### config.mk
export PLATFORM = sky130hd
export DESIGN_NAME = spi_receiver
export DESIGN_NICKNAME = d
export VERILOG_FILES = /design/src/rtl/spi_receiver.sv
export SDC_FILE = /design/constraint.sdc
export NUM_CORES = 1
export LEC_CHECK = 0
export CAP_MARGIN = 20
export CORE_ASPECT_RATIO = 0.8
export CORE_UTILIZATION = 35
export DETAILED_ROUTE_END_ITERATION = 12
export GPL_TIMING_DRIVEN = 0
export HOLD_SLACK_MARGIN = 0.05
export SLEW_MARGIN = 20
export SYNTH_ARGS = -nofsm -noshare
export SYNTH_HDL_FRONTEND = slang
export SYNTH_SLANG_ARGS = --single-unit
### constraint.sdc
create_clock -name clk -period 4.8 [get_ports clk]
set_input_delay 0.72 -clock clk [delete_from_list [all_inputs] [get_ports clk]]
set_output_delay 0.72 -clock clk [all_outputs]
set_load 0.02 [all_outputs]
### src/rtl/spi_receiver.sv
// spi_receiver: oversampling SPI receiver that reassembles 8-bit MSB-first
// frames and queues complete bytes in a small FIFO.
//
// Ports:
//   clk, rst           system clock, asynchronous active-high reset
//   sclk_in, sdata_in  serial clock/data from the transmitter (asynchronous)
//   rx_data, rx_valid  FIFO head byte and not-empty flag
//   rx_ready           consumer accepts the head byte on rx_valid & rx_ready
//   fifo_count         number of stored bytes
//   overflow           sticky: a completed byte was dropped (FIFO full)
//   clr_overflow       one-cycle pulse that clears overflow
//   frame_error        one-cycle pulse when a partial frame times out
module spi_receiver #(
  parameter int DEPTH        = 4,
  parameter int IDLE_TIMEOUT = 1024
) (
  input  logic                     clk,
  input  logic                     rst,
  input  logic                     sclk_in,
  input  logic                     sdata_in,
  output logic [7:0]               rx_data,
  output logic                     rx_valid,
  input  logic                     rx_ready,
  output logic [$clog2(DEPTH):0]   fifo_count,
  output logic                     overflow,
  input  logic                     clr_overflow,
  output logic                     frame_error
);

  localparam int AW = $clog2(DEPTH);
  localparam int TW = $clog2(IDLE_TIMEOUT);
  localparam logic [TW-1:0] T_LAST = TW'(IDLE_TIMEOUT - 1);

  typedef enum logic {
    IDLE,
    RECV
  } state_t;

  state_t state, state_nx;

  logic sclk_s1, sclk_s2, sclk_s3;
  logic sd_s1, sd_s2;
  logic rise;

  logic [2:0]    bit_cnt, bit_nx;
  logic [7:0]    shreg, sh_nx;
  logic [TW-1:0] timer, tmr_nx;
  logic          frame_done;
  logic          timeout;
  logic [7:0]    rx_byte;

  logic [7:0]  mem [DEPTH];
  logic [AW:0] wr_ptr, rd_ptr;
  logic        empty, full;
  logic        push, pop;
  logic        ovf_set;

  // Two-flop synchronizers; the third sclk flop is only for edge detect.
  always_ff @(posedge clk or posedge rst) begin
    if (rst) begin
      sclk_s1 <= 1'b0;
      sclk_s2 <= 1'b0;
      sclk_s3 <= 1'b0;
      sd_s1   <= 1'b0;
      sd_s2   <= 1'b0;
    end else begin
      sclk_s1 <= sclk_in;
      sclk_s2 <= sclk_s1;
      sclk_s3 <= sclk_s2;
      sd_s1   <= sdata_in;
      sd_s2   <= sd_s1;
    end
  end

  assign rise    = sclk_s2 & ~sclk_s3;
  assign rx_byte = {shreg[6:0], sd_s2};

  always_ff @(posedge clk or posedge rst) begin
    if (rst) begin
      state   <= IDLE;
      bit_cnt <= 3'd0;
      shreg   <= 8'h00;
      timer   <= '0;
    end else begin
      state   <= state_nx;
      bit_cnt <= bit_nx;
      shreg   <= sh_nx;
      timer   <= tmr_nx;
    end
  end

  // An edge in the timeout cycle takes priority over the timeout.
  always_comb begin
    state_nx   = state;
    bit_nx     = bit_cnt;
    sh_nx      = shreg;
    tmr_nx     = timer;
    frame_done = 1'b0;
    timeout    = 1'b0;
    unique case (state)
      IDLE: begin
        tmr_nx = '0;
        if (rise) begin
          sh_nx    = rx_byte;
          bit_nx   = 3'd1;
          state_nx = RECV;
        end
      end
      RECV: begin
        if (rise) begin
          sh_nx  = rx_byte;
          bit_nx = bit_cnt + 3'd1;
          tmr_nx = '0;
          if (bit_cnt == 3'd7) begin
            frame_done = 1'b1;
            state_nx   = IDLE;
          end
        end else if (timer == T_LAST) begin
          timeout  = 1'b1;
          bit_nx   = 3'd0;
          sh_nx    = 8'h00;
          tmr_nx   = '0;
          state_nx = IDLE;
        end else begin
          tmr_nx = timer + TW'(1);
        end
      end
      default: begin
        state_nx = IDLE;
        bit_nx   = 3'd0;
        tmr_nx   = '0;
      end
    endcase
  end

  always_ff @(posedge clk or posedge rst) begin
    if (rst) frame_error <= 1'b0;
    else     frame_error <= timeout;
  end

  // FIFO: pointers carry one wrap bit above the address.
  assign empty = (wr_ptr == rd_ptr);
  assign full  = (wr_ptr[AW-1:0] == rd_ptr[AW-1:0]) &&
                 (wr_ptr[AW] != rd_ptr[AW]);

  assign rx_valid   = ~empty;
  assign pop        = rx_valid & rx_ready;
  assign push       = frame_done & (~full | pop);
  assign ovf_set    = frame_done & full & ~pop;
  assign fifo_count = wr_ptr - rd_ptr;
  assign rx_data    = empty ? 8'h00 : mem[rd_ptr[AW-1:0]];

  always_ff @(posedge clk) begin
    if (push) mem[wr_ptr[AW-1:0]] <= rx_byte;
  end

  always_ff @(posedge clk or posedge rst) begin
    if (rst) begin
      wr_ptr <= '0;
      rd_ptr <= '0;
    end else begin
      if (push) wr_ptr <= wr_ptr + 1'b1;
      if (pop)  rd_ptr <= rd_ptr + 1'b1;
    end
  end

  always_ff @(posedge clk or posedge rst) begin
    if (rst)               overflow <= 1'b0;
    else if (ovf_set)      overflow <= 1'b1;
    else if (clr_overflow) overflow <= 1'b0;
  end

endmodule

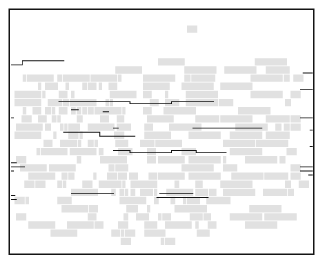
Fig. 1. The metal 3 layer.
Drawn at 3 px/um. Cells faint in the background.
longest straight run: 23.7 um
share of all routed wire: 5.3%
main direction: horizontal
wire length on this layer: 238 um
nets with wire on the layer: 21
overall via count from detail_route: 1495
Global Route met3 Usage: 0.0620

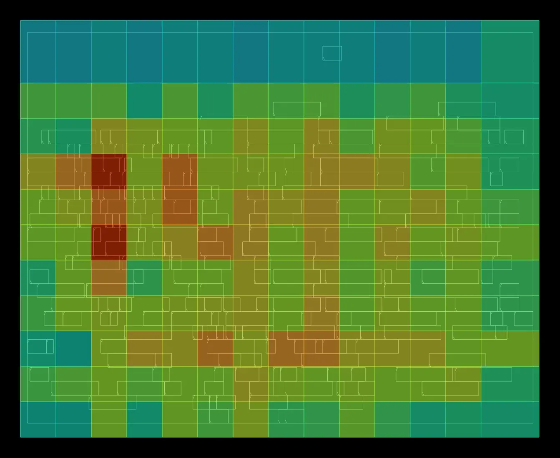
Fig. 2. Track usage over the die.
All-Layer GR Usage: 0.133
met1 usage in global routing: 0.172

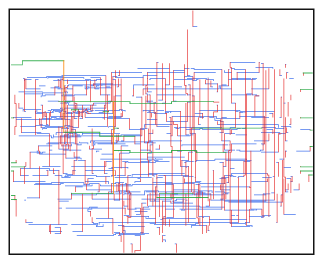
Fig. 3. Wiring by layer.
Drawn at 3 px/um.
legend:
  metal 1:
    color: blue
    wire_length: 2250 um
  metal 4:
    color: orange
    wire_length: 54.4 um
  metal 3:
    color: green
    wire_length: 238 um
  metal 2:
    color: red
    wire_length: 2000 um
routed wire length: 4.54 mm
drt wl/cell: 14.2 um

==> results.cfg <==
; synthesis and place-and-route metrics
[grt]
pin_count_of_the_biggest_net_entering_global_routing = 35
grt_overflow = 0
grt_first_pass_wirelength_mm = 7.71
vias_in_the_first_global_route = 1517
antenna_found_initial = 0

[floorplan]
design.core.area_mm2 = 0.00750
total_die_size_mm2 = 0.00820
row_count = 28
die-width_um = 101
fp_util = 0.366
top_level_port_count = 20
well_tap_count = 105
fp.dieH_um = 81.2

[finish]
final_layout_size_suffix_gt1_frac = 0.163
nMultiInputCombCells = 100
non_clock_inverter_count = 9
clockBufferCount = 11
clk_tree_area_frac = 0.0504
antennaDiodeCount = 0
biggestCellCategory = flip-flops and latches
lay_top_count = sky130_fd_sc_hd__dfrtp_1
buffers = 24
seqAreaFraction = 0.561
comb_area_share = 0.271
mi_logic_area_um2 = 876
layoutNonFillerInstCount = 320
layout_top_cells = sky130_fd_sc_hd__dfrtp_1 (34), sky130_fd_sc_hd__edfxtp_1 (32), sky130_fd_sc_hd__clkdlybuf4s50_1 (19)
final_net_count = 227
buffer_area_frac = 0.0659
layout.filler_cells = 719
sequential_cell_total = 66
flow.area_growth_from_synthesis_pct = 17.6

[timing]
rsz_0062_raised_after_global_routing = false
final_setup_violation_count = 0
fin_tns_setup_ns = 0
final_clock_period_utilization_by_the_worst_path = 0.705
max_slew.worst_pin.slew_ns = 0.708
report.final.slew_viol_count = 0
max_clock_freq_ghz = 0.296
timing.slew.headroom = 0.528
period_minus_slack_ns = 3.38
final_hold_violating_endpoints = 0

[synth]
post_synth_main_area_contributors = sky130_fd_sc_hd__edfxtp_1 (35%), sky130_fd_sc_hd__dfrtp_1 (31%), sky130_fd_sc_hd__mux4_2 (6.6%), sky130_fd_sc_hd__ha_1 (4.6%), sky130_fd_sc_hd__xnor2_1 (2.9%)
synth_top_cell_by_count = sky130_fd_sc_hd__dfrtp_1
synthesis.area_per_instance_um2 = 15.2
asyncSetResetFlopFracSynth = 0.515
yosys-top-cells-count = sky130_fd_sc_hd__dfrtp_1 (34), sky130_fd_sc_hd__edfxtp_1 (32), sky130_fd_sc_hd__nor2_1 (13)
synth.yosys.chip_area_mm2 = 0.00274
ys.flops = 66
largest_area_cell = sky130_fd_sc_hd__edfxtp_1
top_area_frac = 0.350
synth.yosys.seq_area_share = 0.660
ys_types = 33
yosys_most_used_dff = sky130_fd_sc_hd__dfrtp_1
ys_cells = 180
netlist_area_mm2 = 0.00274
edf_count = 32
synthesis.instances = 180
number_of_warnings_printed_during_yosys_synthesis = 0
mappedNetlistNets = 197

[flow_run]
log_warnings = 30
maxCapViolCount = 0

[min_path]
worstHoldPathCells = 0
worstHoldStart = sd_s1
hold_path_end = sd_s2
hp-class = flip-flop to flip-flop

[worst_setup_path]
critical_path.startpoint_type = flip-flop
critical-path-top-delay-family = buffers and inverters
timing.critical_path.to_type = primary output
path_cells = clkbuf_1, inv_1, ha_1, nand3_1, buf_2, and2_1, clkdlybuf4s50_1
crit_buf_inv = 4
data_arrival_time_at_the_worst_slack_endpoint_ns = 2.66
worstSetupPathDepth = 7
rr_endpoint = mem[1][6]
reg_to_reg_slack_setup_ns = 2.55
slowest_delay_ns = 0.60
timing.setup.critical_path_class = flip-flop to primary output
crit-reg2reg-launch = rd_ptr[1]
crit_required_ns = 4.08
rr_worst_depth = 6
critical_path.max_fanout = 10
crit_path_top_delay_cell = sky130_fd_sc_hd__clkdlybuf4s50_1

[status]
status = complete, no violations

[place]
numPlacedInstances = 304
placement.io_buffers = 19
place_hpwl_mm = 2.96
gp_congestion = 0.759

[drt]
detail_route.drc_violations = 0
antenna_left = 0
drt-initial-drc-count = 59
first_pass_iters = 6
drt-vias-per-instance = 4.67

[clock_tree]
clock-root-buffer = sky130_fd_sc_hd__clkbuf_8
cts_hold_repair.buffers = 0
cts_repair_resize_count = 0
cts_htree_levels = 3
clock_sink_count = 66
number_of_buffers_on_the_longest_clock_path = 2
tritoncts.num_buffers = 9
post_cts_setup_repair_buffer_count = 0
clk_pin_slew_ns = 0.06
tritoncts = done

[power]
power-per-cell-area_mw_per_mm2 = 511
vdd.ir_drop.worst_mv = 0.216
power.static_leakage_uw = 0.00126
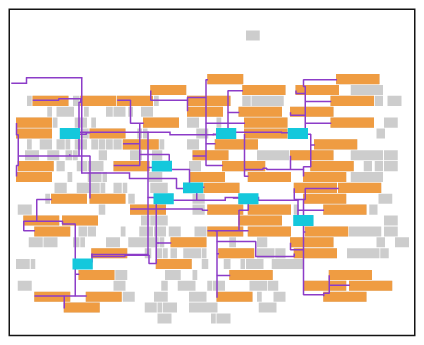
Fig. 4. Clock wires, drivers and flops.
Drawn at 4 px/um.
legend:
  flip-flops:
    color: orange
    count: 66
  clock drivers:
    color: cyan
    count: 9
  clock wires:
    color: purple
    length: 797 um
routed clock nets: 10
power drawn by the clock network: 386 uW
clock network power share: 0.234
Final Skew: 0.00591 ns
later-pin clock latency in the skew report: 0.33 ns

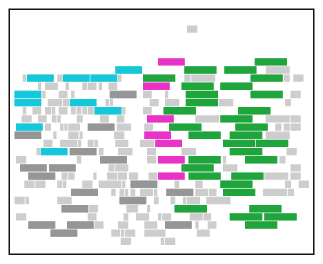
Fig. 5. Register map, names as in the netlist.
Drawn at 3 px/um.
legend:
  shreg:
    color: magenta
    sequential_cells: 7
    where: middle
  mem:
    color: green
    sequential_cells: 32
  timer:
    color: cyan
    sequential_cells: 10
Sequential Power: 693 uW
total area of sequential cells: 0.00181 mm^2

==> layer usage <==
metal	track usage	up-vias	routed length [um]
met1	0.172	737	2250
met2	0.201	34	2000
met5	0	-	0
li1	-	718	-
met3	0.0620	6	238
met4	0.0391	0	54
==> report_power, final <==
group / internal [uW] / leakage (uW) / switching [uW]
Clock: 186 / 0.0000831 / 200
Sequential: 650 / 0.000723 / 43.9
Combinational: 290 / 0.000450 / 279
Total: 1130 / 0.00126 / 524
==> how the worst max path moves through the flow <==
stage,startpoint,end,slack [ns]
floorplan,rd_ptr[1],rx_data[0],2.49
global placement,rd_ptr[1],rx_data[6],1.70
detailed placement,rd_ptr[1],rx_data[6],1.69
CTS,rd_ptr[1],rx_data[6],1.32
global route,rd_ptr[1],rx_data[6],1.18
finish,rd_ptr[1],rx_data[6],1.42
==> flip-flops by register name, indices dropped and copies added, names as in the netlist, 3 cells and up <==
| register | cells |
|---|---|
| bit_cnt | 3 |
| mem | 32 |
| rd_ptr | 3 |
| shreg | 7 |
| timer | 10 |
| wr_ptr | 3 |
==> cell families (layout without fill, tap and decap cells) <==
family,Yosys count,count (layout),synth area share
AOI/OAI and AO/OA,19,19,0.0620
xor gates and xnor gates,12,12,0.0383
adders and majority gates,11,11,0.0529
buffers and inverters,14,49,0.0205
DFF,66,66,0.660
muxes,9,9,0.0698
and+or+nand+nor,49,49,0.0962
==> per-stage QoR <==
step                      power [uW]  area [um^2]   util  setup WS (ns)  hold slack (ns)
after floorplan                 1060         2740      -           2.49            0.331
after global placement          1280         3070  0.409           1.70            0.331
after detailed placement        1290         3070  0.409           1.69            0.336
after CTS                       1680         3230  0.431           1.32            0.351
after global routing            1760         3230  0.431           1.18            0.371
final                           1650         3230  0.431           1.42            0.354
Power is estimated from default activity; no workload was simulated.
